Fig. 1: run 1, supply network
The bar under the picture is 20 um long. Pins as bars on the die edge. Tap cells in grey.
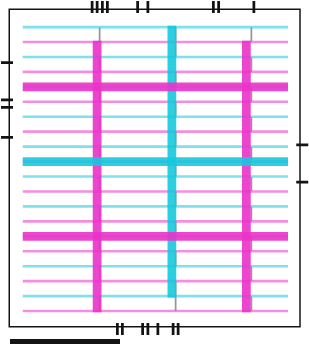
Fig. 2: run 1, cells coloured by class
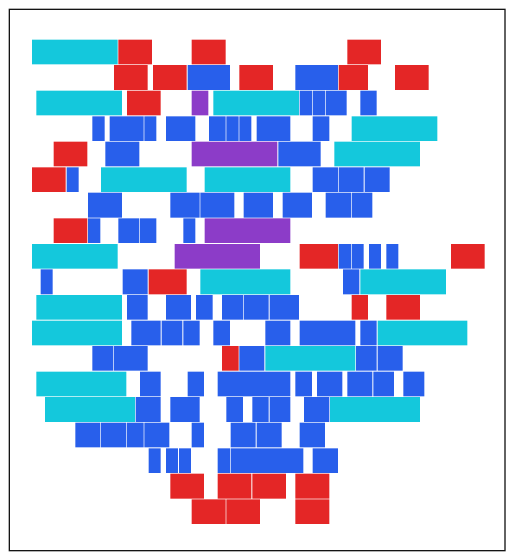
Fig. 3: run 1, clock wires, drivers and flops
The bar under the picture is 20 um long.
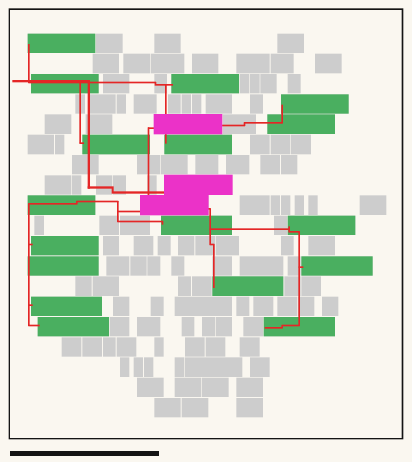
Fig. 4: run 1, routed metal, one colour a layer
The bar under the picture is 20 um long. Two of the layers only.
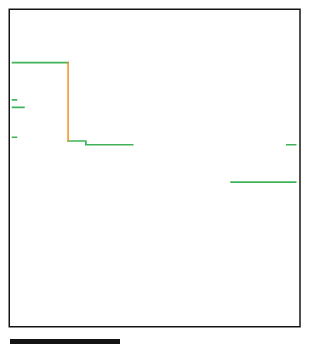
Design prbs_pattern_detector, sky130hd; sources not shown.
==> metrics.json, run 1 <==
{
  "max_cap_viol_count": 0,
  "enable_flop_cells": 0,
  "hold_depth": 2,
  "syn-num-nets": 123,
  "yosys.cell_count.top_type": "sky130_fd_sc_hd__nor2_1",
  "layout_top_cells": "sky130_fd_sc_hd__clkdlybuf4s50_1 (20), sky130_fd_sc_hd__nor2_1 (11), sky130_fd_sc_hd__dfrtp_1 (10), sky130_fd_sc_hd__a211oi_1 (9)",
  "dieArea_mm2": 0.00303,
  "total_power_uw": 848,
  "hold_violation_total_from_the_final_report": 0,
  "clk_root_buffer_cell": "sky130_fd_sc_hd__clkbuf_16",
  "final.min_clock_period_ps": 2310,
  "cts_buf_count": 3,
  "netlist_top_cells_count": "sky130_fd_sc_hd__nor2_1 (11), sky130_fd_sc_hd__dfrtp_1 (10), sky130_fd_sc_hd__a211oi_1 (9)",
  "cp_cell_sequence": "clkdlybuf4s50_1, nor3_1, a211oi_1, o32ai_2, nor4_4, or2_1",
  "final_antenna_net_count": 0,
  "hold_class": "reg -> reg",
  "netlist_logic_family_top": "simple AND/OR/NAND/NOR gates",
  "global_routing_met3_resource_utilization_pct": 3.40,
  "synth_adder_area_share_pct": 2.40,
  "post_synth.cell_area_avg_um2": 9.82,
  "clock.fmax_mhz": 433,
  "largest_reg_flops": 7,
  "static-leakage-power_nw": 0.555,
  "grt_overflow_total": 0,
  "sequential_cell_area_um2": 434,
  "cpPeakStageDelay_ps": 540,
  "drt_first_iter_violations": 6,
  "postSynthSeqShare_pct": 41.7,
  "power.density_cell_area_mw_per_mm2": 612,
  "post-cts-setup-buffers": 0,
  "gr-usage-met1_pct": 22.5,
  "synth.yosys.num_cells": 106,
  "final_max_slew_viol_count": 0,
  "drive_gt1_share_pct": 15.3,
  "r2r_cells": 5,
  "stdcell_count": 162,
  "clock_sinks": 17,
  "ys_types": 33,
  "netlist_instances": 106,
  "fillers": 234,
  "initCoreUtil_pct": 41.7,
  "cts_tree": "yes",
  "grt_use_met2_pct": 25.9,
  "place.detailed.hpwl_um": 1630,
  "cts-hold-fix-buffers": 0,
  "critical_path_launch_point_type": "primary input",
  "openroad.warnings": 27,
  "synthMuxAreaShare_pct": 3.85,
  "synth-warning-count": 0,
  "yosys.area.top_type_share_pct": 24.0,
  "crit_fanout": 7,
  "setup_viol": 0,
  "layout.cells.most_common": "sky130_fd_sc_hd__clkdlybuf4s50_1",
  "netlist.top_cell.by_area": "sky130_fd_sc_hd__dfrtp_1",
  "timing.critical_path.required_ps": 2570,
  "clk_pin_slew_ps": 50,
  "ys_area_mm2": 0.00104,
  "via_per_inst": 5.19,
  "ys.flop_type": "sky130_fd_sc_hd__dfrtp_1",
  "maxSlewHeadroom_pct": 55.4,
  "ff2ff_setup_slack_ps": 450,
  "dr.pass1.iters": 4,
  "logic_area_um2": 573,
  "post_synth_xor_area_fraction_pct": 4.21,
  "areaGrowthSynthToFinish_pct": 33.2,
  "timing.critical_path.slowest_stage_cell": "sky130_fd_sc_hd__nor3_1",
  "placement.io_buffers": 21,
  "nets": 149,
  "grt_busiest_layer": "met2",
  "post_synth_design_cell_area_mm2": 0.00104,
  "htreeDepth": 1,
  "topCellsByArea": "sky130_fd_sc_hd__dfrtp_1 (24%), sky130_fd_sc_hd__dfstp_2 (18%), sky130_fd_sc_hd__a211oi_1 (6.5%), sky130_fd_sc_hd__nor2_1 (4.0%), sky130_fd_sc_hd__mux2i_1 (3.8%)",
  "dp_cells": 158,
  "first_pass_grt_wire_length_um": 3720,
  "drc_violation_count_after_routing": 0,
  "max-clock-path-buffers": 2,
  "synth-simple-area-share_pct": 23.4,
  "synth.ff_latch_count": 17,
  "initial_antenna_violation_count": 0,
  "timing.setup.critical_path_class": "in -> reg",
  "finalWeightedCongestion": 0.816,
  "async_reset_ff_share_pct": 100,
  "worst_pin_slew_ps": 664,
  "end_kind": "flop",
  "n_antenna_cell": 0,
  "timing.final.crit_share_pct": 96.3,
  "synth_compound_gate_area_share_pct": 19.1,
  "number_of_global_route_vias_before_repair": 844,
  "grt_start_max_net_pins": 18,
  "cp_data_arrival_time_ps": 2480,
  "status": "finished, final reports clean",
  "io-pin-count": 22
}
-- Fig. 1 (at the start) --
net	colour
VDD	cyan
VSS	magenta
met5 straps	3
met4 straps	3
signal pins	22
tap cells	31
met1 rails	20
Die Height: 57.5 um
core region area: 0.00250 mm^2
Max IR drop VDD: 0.000580 V
die span in x: 52.6 um

-- Fig. 2 (at the start) --
class	colour	cells	share of their area
registers	cyan	17	32%
clock drivers and dummy loads	purple	4	5.9%
remaining buffers and delay cells	red	25	18%
remaining logic cells	blue	85	44%
Seq/total area: 31.3%
Cell Rows: 19
final standard cell area without fillers: 0.00139 mm^2

-- Fig. 3 (at the start) --
[clock-net drivers] magenta | count: 3
[flip-flops] green | count: 17
[clock wires] red | length: 211 um
routed clock nets	4
worst clock skew: 4.64 ps
clock latency on the worst-skew pair: 240 ps

-- Fig. 4 (at the start) --
layer	colour	wire length
M4	orange	14.3 um
M3	green	39.3 um
all-layer global routing usage: 16.3%
Wirelength per Cell: 13.1 um
number of vias after detailed routing: 841
WL final: 2130 um

## run 1: report_power, final
| part | internal [mW] | switching (mW) |
|---|---|---|
| Sequential | 0.321 | 0.0178 |
| Clock | 0.222 | 0.104 |
| Combinational | 0.0820 | 0.101 |
| Total | 0.625 | 0.223 |
## run 1: repair_timing
| action | CTS | global route |
|---|---|---|
| resized | 1 | 2 |
| endpoints found under the setup margin | 1 | 7 |
| gates cloned | 0 | 0 |
## run 1: layer usage
layer  up-vias  wire, um
met3         2        39
met1       397      1030
met5         -         0
met2         6      1040
li1        436         -
met4         0        14
## run 1: stage by stage
stage | utilization [%] | setup WS, ps | hold WS, ps | setup TNS [ps] | area (um^2)
after floorplan | - | 539 | 521 | 0 | 1040
after global placement | 51.7 | -212 | 482 | -1420 | 1290
after detailed placement | 51.7 | -178 | 488 | -1210 | 1290
after CTS | 54.8 | 65.5 | 501 | 0 | 1370
after global routing | 55.5 | -29.2 | 519 | -53.1 | 1390
final | 55.5 | 89.2 | 491 | 0 | 1390
## run 1: cell type report
| class | instances | share of cell area [%] |
|---|---|---|
| clock buffer | 3 | 5.42 |
| buffer | 4 | 2.35 |
| timing repair buffer | 21 | 15.1 |
| sequential | 17 | 31.3 |
| inverter | 5 | 1.35 |
| clock inverter | 1 | 0.361 |
| multi-input combinational | 80 | 41.3 |
| tap | 31 | 2.80 |
## run 1: worst max-delay path: cells and delay by family
kind	cells	cell delay, ps
buf+inv	1	470
compound gates	2	540
simple gates	3	870
Fig. 5: run 1, the clock network
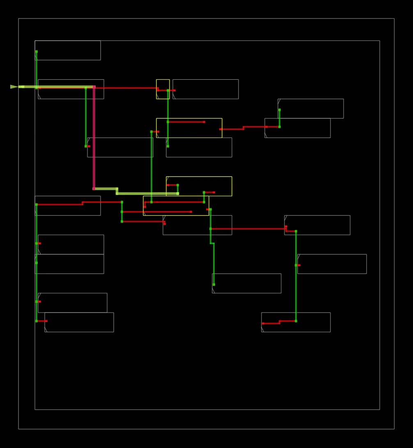

--- run 2 (diff from run 1) ---
--- a/config.mk
+++ b/config.mk
@@ -12,7 +12,7 @@
 export CTS_CLUSTER_DIAMETER = 40
 export CTS_CLUSTER_SIZE = 40
 export DETAILED_ROUTE_END_ITERATION = 6
-export GPL_TIMING_DRIVEN = 0
+export GPL_TIMING_DRIVEN = 1
 export PLACE_DENSITY = 0.65
 export SYNTH_ARGS = -nofsm -noshare
 export SYNTH_HDL_FRONTEND = slang
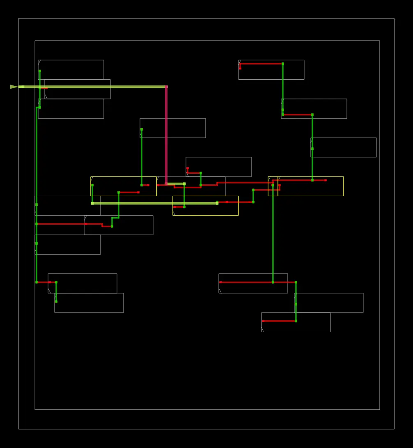
Fig. 6. The clock network (run 2).
number of clock-tree buffers in the layout: 3
CTS Buf Count: 3
clock network power: 322 uW
# clock sinks: 17

==> metrics.json, run 2 <==
{
  "status": "finished, final reports clean",
  "end_kind": "flop",
  "openroad.warnings": 27,
  "netlist.top_cell.by_area": "sky130_fd_sc_hd__dfrtp_1",
  "grt_start_max_net_pins": 18,
  "placement.io_buffers": 21,
  "netlist_top_cells_count": "sky130_fd_sc_hd__nor2_1 (11), sky130_fd_sc_hd__dfrtp_1 (10), sky130_fd_sc_hd__a211oi_1 (9)",
  "r2r_cells": 7,
  "final.min_clock_period_ps": 2200,
  "timing.final.crit_share_pct": 91.7,
  "timing.critical_path.required_ps": 2570,
  "max_cap_viol_count": 0,
  "die-height_um": 57.5,
  "enable_flop_cells": 0,
  "netlist_instances": 106,
  "syn-num-nets": 123,
  "worst_skew_pair.late_latency_ps": 240,
  "drt_first_iter_violations": 6,
  "top_family_by_delay_on_critical_path": "buffers and inverters",
  "ys_area_mm2": 0.00104,
  "ys_types": 33,
  "dr.pass1.iters": 4,
  "largest_reg_flops": 7,
  "post_synth.cell_area_avg_um2": 9.82,
  "peakVddDrop_v": 0.000826,
  "ff2ff_setup_slack_ps": 390,
  "place_ws_ps": -46.2,
  "clk_root_buffer_cell": "sky130_fd_sc_hd__clkbuf_16",
  "synth.ff_latch_count": 17,
  "n_antenna_cell": 0,
  "hold_class": "reg -> reg",
  "ys.flop_type": "sky130_fd_sc_hd__dfrtp_1",
  "htreeDepth": 1,
  "rsz_0062_raised_after_global_routing": "no",
  "nets": 161,
  "topCellsByArea": "sky130_fd_sc_hd__dfrtp_1 (24%), sky130_fd_sc_hd__dfstp_2 (18%), sky130_fd_sc_hd__a211oi_1 (6.5%), sky130_fd_sc_hd__nor2_1 (4.0%), sky130_fd_sc_hd__mux2i_1 (3.8%)",
  "yosys.cell_count.top_type": "sky130_fd_sc_hd__nor2_1",
  "max-clock-path-buffers": 2,
  "worst_pin_slew_ps": 641,
  "final_antenna_net_count": 0,
  "total_power_uw": 853,
  "dieArea_mm2": 0.00303,
  "synth.yosys.num_cells": 106,
  "core_region_area_mm2": 0.00250,
  "cp_num_buf_inv": 3,
  "post_synth_design_cell_area_mm2": 0.00104,
  "grtUsageTotal_pct": 18.1,
  "setup_viol": 0,
  "cpPeakStageDelay_ps": 580,
  "final_max_slew_viol_count": 0,
  "cts-hold-fix-buffers": 0,
  "cp_cell_sequence": "clkdlybuf4s50_1, inv_1, a211oi_1, o32ai_2, nor4_2, buf_4, o21bai_1",
  "power.density_cell_area_mw_per_mm2": 587,
  "fin_tns_setup_ps": 0,
  "cts_repair_resize_count": 0,
  "yosys.area.top_type_share_pct": 24.0,
  "initial_antenna_violation_count": 0,
  "place.detailed.hpwl_um": 1720,
  "cts_tree": "yes",
  "final_critical_path_setup_slack_ps": 200,
  "layout.cells.most_common": "sky130_fd_sc_hd__clkdlybuf4s50_1",
  "cp_data_arrival_time_ps": 2370,
  "async_reset_ff_share_pct": 100,
  "dpl-instance-area_mm2": 0.00138,
  "grt_overflow_total": 0,
  "via_per_inst": 5.01,
  "finalWeightedCongestion": 0.799,
  "critical_path_launch_point_type": "primary input",
  "drc_violation_count_after_routing": 0,
  "first_pass_grt_wire_length_um": 4130,
  "crit_fanout": 6,
  "hold_violation_total_from_the_final_report": 0,
  "core.rowCount": 19,
  "dp_cells": 170,
  "finalHoldWorstSlack_ps": 491,
  "postSynthSeqShare_pct": 41.7,
  "timing.critical_path.slowest_stage_cell": "sky130_fd_sc_hd__clkdlybuf4s50_1",
  "static-leakage-power_nw": 0.607,
  "final.setup_skew_ps": 6.11,
  "clock.fmax_mhz": 455,
  "synth-warning-count": 0,
  "critical_path_cell_count": 7,
  "drive_gt1_share_pct": 22.4,
  "hold_depth": 2,
  "layout_top_cells": "sky130_fd_sc_hd__clkdlybuf4s50_1 (20), sky130_fd_sc_hd__buf_4 (17), sky130_fd_sc_hd__nor2_1 (11), sky130_fd_sc_hd__dfrtp_1 (10), sky130_fd_sc_hd__a211oi_1 (9)",
  "fillers": 226,
  "io-pin-count": 22,
  "stdcell_count": 174,
  "fin_util_pct": 58.2,
  "timing.setup.critical_path_class": "in -> reg",
  "final_design_area_no_fill_mm2": 0.00145,
  "clk_pin_slew_ps": 50,
  "maxSlewHeadroom_pct": 57.2,
  "chipWidth_um": 52.6,
  "wl_per_cell_um": 12.8,
  "initCoreUtil_pct": 41.7,
  "route.vias.total": 871,
  "number_of_global_route_vias_before_repair": 949,
  "postRouteWirelength_um": 2230,
  "areaGrowthSynthToFinish_pct": 39.7,
  "post-cts-setup-buffers": 0
}
run 2: netlist changes by cell type in the layout (fill, tap and decap cells not counted), sizes merged:
cell	before	now
buf	4	17
clkinv	1	0
dlygate4sd2	1	0
inv	5	6
run 2: where the power goes:
part	internal [mW]	switching (mW)
sequential	0.321	0.0200
clock	0.221	0.101
combinational	0.0912	0.0990
total	0.633	0.220
run 2: layer usage:
| metal | global-route usage (%) | vias up | routed length, um | share of wire [%] |
|---|---|---|---|---|
| li1 | - | 455 | - | - |
| met1 | 23.9 | 406 | 1030 | 46 |
| met2 | 29.5 | 8 | 1120 | 50 |
| met3 | 5.76 | 2 | 63 | 2.8 |
| met4 | 2.93 | 0 | 13 | 0.58 |
| met5 | 0 | - | 0 | 0 |
run 2: area by class of cell:
type,instances,area (um^2),share of cell area (%)
multi-input cells,80,556,38.2
flip-flops and latches,17,434,29.9
repair buffers,37,328,22.5
clock buffers,3,75.1,5.16
well taps,31,38.8,2.67
inverters,5,18.8,1.29
clock inverters,1,3.75,0.258
run 2: worst min-delay path, cell delays in order (launching register included):
cell and delay [ps]:
sky130_fd_sc_hd__dfrtp_1 340, sky130_fd_sc_hd__nor2_1 50, sky130_fd_sc_hd__nor2_1 70
run 2: cells by family (layout without fill, tap and decap cells):
family	count (synthesis)	after routing	share of synthesized area (%)
and+or+nand+nor	40	40	23.4
adders and majority gates	2	2	2.40
DFF	17	17	41.7
buffers and inverters	9	46	4.93
muxes	4	4	3.85
other	1	1	0.360
xor gates and xnor gates	5	5	4.21
AOI/OAI and AO/OA	28	28	19.1
No activity file was given, so power comes from the tool's default toggle rates.
